Fig. 1: local utilization
9 x 9 tiles, from white (low) to dark blue (high), 0 to 100% covered.
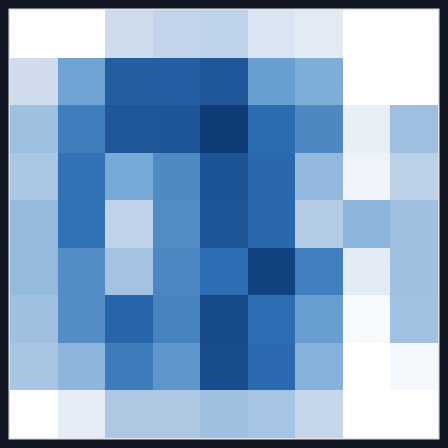
Fig. 2: metal layers overlaid
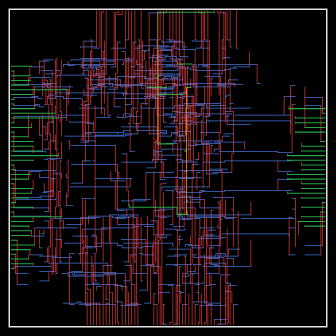
## src/rtl/bus_generator_arbiter_if.sv

```systemverilog
// -----------------------------------------------------------------------------
// bus_generator_arbiter_if
// Bundles the device-side signals of every bus handled by the arbiter.
//   pndng  [bits][drvrs]           device FIFO non-empty
//   push   [bits][drvrs]           one-cycle deliver strobe to device receivers
//   pop    [bits][drvrs]           one-cycle pop strobe to device FIFOs
//   D_pop  [bits][drvrs][pckg_sz]  FIFO head data (valid while pndng=1)
//   D_push [bits][drvrs][pckg_sz]  packet being delivered (same on a whole bus)
// Modports: master = arbiter side, slave = device side.
// -----------------------------------------------------------------------------
interface bus_generator_arbiter_if #(
   parameter int bits    = 1,
   parameter int drvrs   = 4,
   parameter int pckg_sz = 16
);
   logic [bits-1:0][drvrs-1:0]              pndng;
   logic [bits-1:0][drvrs-1:0]              push;
   logic [bits-1:0][drvrs-1:0]              pop;
   logic [bits-1:0][drvrs-1:0][pckg_sz-1:0] D_pop;
   logic [bits-1:0][drvrs-1:0][pckg_sz-1:0] D_push;

   modport master (
      input  pndng, D_pop,
      output push, pop, D_push
   );

   modport slave (
      output pndng, D_pop,
      input  push, pop, D_push
   );
endinterface

```

## src/rtl/bus_generator_arbiter.sv

```systemverilog
// -----------------------------------------------------------------------------
// bus_generator_arbiter
// Shared-bus generator and arbiter. Each of the `bits` independent buses runs
// its own IDLE -> POP -> SEND FSM: pick a requesting device, pop one packet
// from its FIFO, then deliver it by destination ID (unicast, broadcast to all
// but the source, or drop if the ID is out of range).
// Ports:
//   clk    in  single clock, rising edge
//   reset  in  asynchronous, active-low
//   bus    bus_generator_arbiter_if.master (pndng/D_pop in, push/pop/D_push out)
// Build option:
//   BG_RR_ARB_EN  defined   -> round-robin grant, search starts at last+1
//                 undefined -> fixed priority, lowest requesting index wins
// -----------------------------------------------------------------------------
module bus_generator_arbiter #(
   parameter int         bits      = 1,
   parameter int         drvrs     = 4,
   parameter int         pckg_sz   = 16,
   parameter logic [7:0] broadcast = 8'hFF
) (
   input logic                     clk,
   input logic                     reset,
   bus_generator_arbiter_if.master bus
);

   localparam int IW = (drvrs > 1) ? $clog2(drvrs) : 1;

   typedef enum logic [1:0] {IDLE, POP, SEND} state_t;

   for (genvar b = 0; b < bits; b++) begin : gen_bus
      state_t              state, state_nxt;
      logic [IW-1:0]       grant;      // granted device, doubles as packet source
      logic [IW-1:0]       sel;        // arbitration result while IDLE
      logic                req_any;
      logic [pckg_sz-1:0]  pkt;        // packet latched on the POP edge
      logic [pckg_sz-1:0]  hold;       // value D_push keeps between SENDs
      logic [pckg_sz-1:0]  dout;
      logic [7:0]          dest;
      logic [drvrs-1:0]    pop_row;
      logic [drvrs-1:0]    push_row;
`ifdef BG_RR_ARB_EN
      logic [IW-1:0]       last;
`endif

      assign req_any = |bus.pndng[b];
      assign dest    = pkt[pckg_sz-1 -: 8];

      // Arbitration: walk the search order backwards so the earliest
      // requester in that order is the one left in sel.
      always_comb begin
         int idx;
         idx = 0;
         sel = '0;
`ifdef BG_RR_ARB_EN
         for (int k = drvrs; k >= 1; k--) begin
            idx = (int'(last) + k) % drvrs;
            if (bus.pndng[b][idx]) sel = IW'(idx);
         end
`else
         for (int i = drvrs - 1; i >= 0; i--) begin
            idx = i;
            if (bus.pndng[b][idx]) sel = IW'(idx);
         end
`endif
      end

      always_comb begin
         state_nxt = state;
         case (state)
            IDLE:    if (req_any) state_nxt = POP;
            POP:     state_nxt = SEND;
            SEND:    state_nxt = IDLE;
            default: state_nxt = IDLE;
         endcase
      end

      // Strobes are decoded from state so an async reset kills them at once.
      always_comb begin
         pop_row  = '0;
         push_row = '0;
         if (state == POP) pop_row[grant] = 1'b1;
         if (state == SEND) begin
            if (int'(dest) < drvrs) begin
               push_row[dest[IW-1:0]] = 1'b1;
            end else if (dest == broadcast) begin
               push_row        = '1;
               push_row[grant] = 1'b0;
            end
         end
      end

      assign dout          = (state == SEND) ? pkt : hold;
      assign bus.pop[b]    = pop_row;
      assign bus.push[b]   = push_row;
      assign bus.D_push[b] = {drvrs{dout}};

      always_ff @(posedge clk or negedge reset) begin
         if (!reset) begin
            state <= IDLE;
            grant <= '0;
            hold  <= '0;
`ifdef BG_RR_ARB_EN
            last  <= IW'(drvrs - 1);
`endif
         end else begin
            state <= state_nxt;
            if (state == IDLE && req_any) begin
               grant <= sel;
`ifdef BG_RR_ARB_EN
               last  <= sel;
`endif
            end
            if (state == SEND) hold <= pkt;
         end
      end

      // Packet latch needs no reset: an aborted transfer returns the FSM to
      // IDLE and the stale value is overwritten before it is ever sent.
      always_ff @(posedge clk) begin
         if (state == POP) pkt <= bus.D_pop[b][grant];
      end
   end

endmodule

```

## src/flat_wrapper.sv

```systemverilog
// flat-port wrapper written by rule: the top's interface ports become plain ports
module bus_generator_arbiter_flat 
#(
   parameter int         bits      = 1,
   parameter int         drvrs     = 4,
   parameter int         pckg_sz   = 16,
   parameter logic [7:0] broadcast = 8'hFF
)
  (clk, reset, bus_pndng, bus_D_pop, bus_push, bus_pop, bus_D_push);
  bus_generator_arbiter_if #(.bits(bits), .drvrs(drvrs), .pckg_sz(pckg_sz)) bus_i ();
  input logic clk;
  input logic reset;
  input wire logic [$bits(bus_i.pndng)-1:0] bus_pndng;
  input wire logic [$bits(bus_i.D_pop)-1:0] bus_D_pop;
  output wire logic [$bits(bus_i.push)-1:0] bus_push;
  output wire logic [$bits(bus_i.pop)-1:0] bus_pop;
  output wire logic [$bits(bus_i.D_push)-1:0] bus_D_push;
  assign bus_i.pndng = bus_pndng;
  assign bus_i.D_pop = bus_D_pop;
  assign bus_push = bus_i.push;
  assign bus_pop = bus_i.pop;
  assign bus_D_push = bus_i.D_push;
  bus_generator_arbiter #(.bits(bits), .drvrs(drvrs), .pckg_sz(pckg_sz), .broadcast(broadcast)) u_core (.clk(clk), .reset(reset), .bus(bus_i));
endmodule
```

## config.mk

```make
export PLATFORM = sky130hd
export DESIGN_NAME = bus_generator_arbiter_flat
export DESIGN_NICKNAME = d
export VERILOG_FILES = /design/src/rtl/bus_generator_arbiter_if.sv /design/src/rtl/bus_generator_arbiter.sv /design/src/flat_wrapper.sv
export SDC_FILE = /design/constraint.sdc
export NUM_CORES = 1
export LEC_CHECK = 0
export CORE_MARGIN = 5
export CORE_UTILIZATION = 33
export DETAILED_ROUTE_END_ITERATION = 8
export PLACE_DENSITY = 0.84
export SYNTH_ARGS = -nofsm -noshare
export SYNTH_HDL_FRONTEND = slang
export SYNTH_SLANG_ARGS = --single-unit
```

## constraint.sdc

```tcl
create_clock -name clk -period 2 [get_ports clk]
set_clock_uncertainty 0.1 [all_clocks]
set_input_delay 0.4 -clock clk [delete_from_list [all_inputs] [get_ports clk]]
set_output_delay 0.4 -clock clk [all_outputs]
set_load 0.03 [all_outputs]
```

==> results.sh <==
# source this file to load flow results
export IMPL_outcome="finished, violations left"
export IMPL_violations="negative setup slack"
export IMPL_rsz0062_at_grt="yes"
export IMPL_drt_first_pass_iters=4
export IMPL_final_core_util=0.601
export IMPL_num_vias=1836
export IMPL_worst_min_path_class="in2async"
export IMPL_dpl_instance_area_sq_um=3240
export IMPL_finalHoldViolations=0
export IMPL_pre_cts_slack_ns=-0.0642
export IMPL_drtIter0Drc=92
export IMPL_log_warning_count=29
export IMPL_critPathLaunchType="flop"
export IMPL_fin_cells=386
export IMPL_grt_max_degree=22
export IMPL_place_gp_congestion=0.845
export IMPL_timing_final_ws_setup_ns=-0.394
export IMPL_ys_warnings_count=0
export IMPL_drt_wirelength_per_cell_um=16.5
export IMPL_antennaDiodeCount=0
export IMPL_layout_nets=378
export IMPL_worst_setup_path_end_kind="output pin"
export IMPL_final_setup_viol_count=53
export IMPL_cp_required_ns=1.50
About Fig. 1:
The densest ninth of the die: middle. The fullest tile reaches 96%. 12% of the tiles are nearly empty. 22% of the tiles are over 75% full.

About Fig. 2:
Key: green = met3 [wire length 465 um]; red = met2 [wire length 3580 um]; blue = met1 [wire length 2240 um]; orange = met4 [wire length 74.8 um]

## placed cells by master, fill, tap and decap left out, drive strengths merged
cell type,n
buf,93
clkdlybuf4s50,69
nand2,48
dfrtp,20
mux4,16
edfxtp,16
nor3,7
nor2,6
clkbuf,6
nor2b,5
o22a,3
nand4,2
o32a,2
nor3b,2
nand2b,1
or4,1
o31a,1
nand3b,1
and3b,1
a2111oi,1
a41o,1
and3,1
inv,1
a21oi,1
a211oi,1
bufinv,1
clkinv,1
clkinvlp,1
## state kept, by name, indices dropped and copies added, names as in the netlist
name                  flops
u_core.gen_bus.grant      2
u_core.gen_bus.hold      16
u_core.gen_bus.pkt       16
u_core.gen_bus.state      2
## cells in the mapped netlist
cell        n  area (sq um)
o32a_1      2          20.0
edfxtp_1   16           480
nor3_1      6          30.0
nand2_1    48           180
or4_4       1          11.3
and3b_1     1          8.76
nand4_1     2          12.5
dfrtp_1    20           500
and3_1      1          6.26
o31a_1      1          8.76
nor2b_1     5          31.3
a21oi_1     1          5.00
clkbuf_1    4          15.0
nor3_2      1          10.0
buf_4      48           360
nor3b_1     2          15.0
nor2_1      6          22.5
a41o_1      1          10.0
mux4_2     16           360
a2111oi_0   1          8.76
a211oi_1    1          7.51
nand3b_1    1          7.51
buf_2       8          40.0
nand2b_1    1          6.26
o22a_1      3          26.3
inv_1       1          3.75
## final cells by class
class	count	area (sq um)
fillers	502	2550
repair buffers	163	1640
multi-input cells	101	1000
flip-flops and latches	36	982
well taps	77	96.3
clock buffers	5	68.8
clock inverters	3	42.5
inverters	1	3.75
## timing repair
item	4_1_cts	5_1_grt
endpoints found under the setup margin	64	64
cloned	0	1
buffers inserted	0	8
gates resized	7	92
pin swaps	0	20
## cell families after synthesis
logic type / synth area share
buffers and inverters: 0.192
flip-flops: 0.448
multiplexers: 0.165
AND/OR/NAND/NOR: 0.156
AND-OR/OR-AND: 0.0395
## path summary, 6_finish.rpt
kind                                             from                         end  slack, ns  cells after the start
setup / recovery            u_core.gen_bus[0].pkt[14]                 bus_push[2]      -0.39                      4
hold / removal                                  reset  u_core.gen_bus[0].state[0]       0.36                      2
setup reg to reg           u_core.gen_bus[0].grant[0]   u_core.gen_bus[0].pkt[11]       0.34                      2
hold reg to reg              u_core.gen_bus[0].pkt[2]   u_core.gen_bus[0].hold[2]       0.42                      2
max in group asynchronous                       reset  u_core.gen_bus[0].state[1]       1.22                      2
min in group clk             u_core.gen_bus[0].pkt[2]   u_core.gen_bus[0].hold[2]       0.42                      2
## routing by layer
| layer | track usage | share of wire | vias to the layer above |
|---|---|---|---|
| li1 | - | - | 867 |
| met1 | 0.149 | 0.35 | 881 |
| met2 | 0.254 | 0.56 | 83 |
| met3 | 0.0372 | 0.073 | 5 |
| met4 | 0.0513 | 0.012 | 0 |
| met5 | 0 | 0 | - |
## report_power, final
part | internal (mW) | switching (mW) | leakage (nW)
clock network | 0.368 | 0.253 | 0.0541
logic | 2.61 | 3.50 | 1.27
registers | 1.22 | 0.242 | 0.397
## critical path, cell delays in order, from the launching register on
cell,delay [ns]
edfxtp_1,0.40
or4_4,0.57
o31a_1,0.30
o22a_1,0.20
buf_6,0.14
Power and IR drop assume default switching activity.
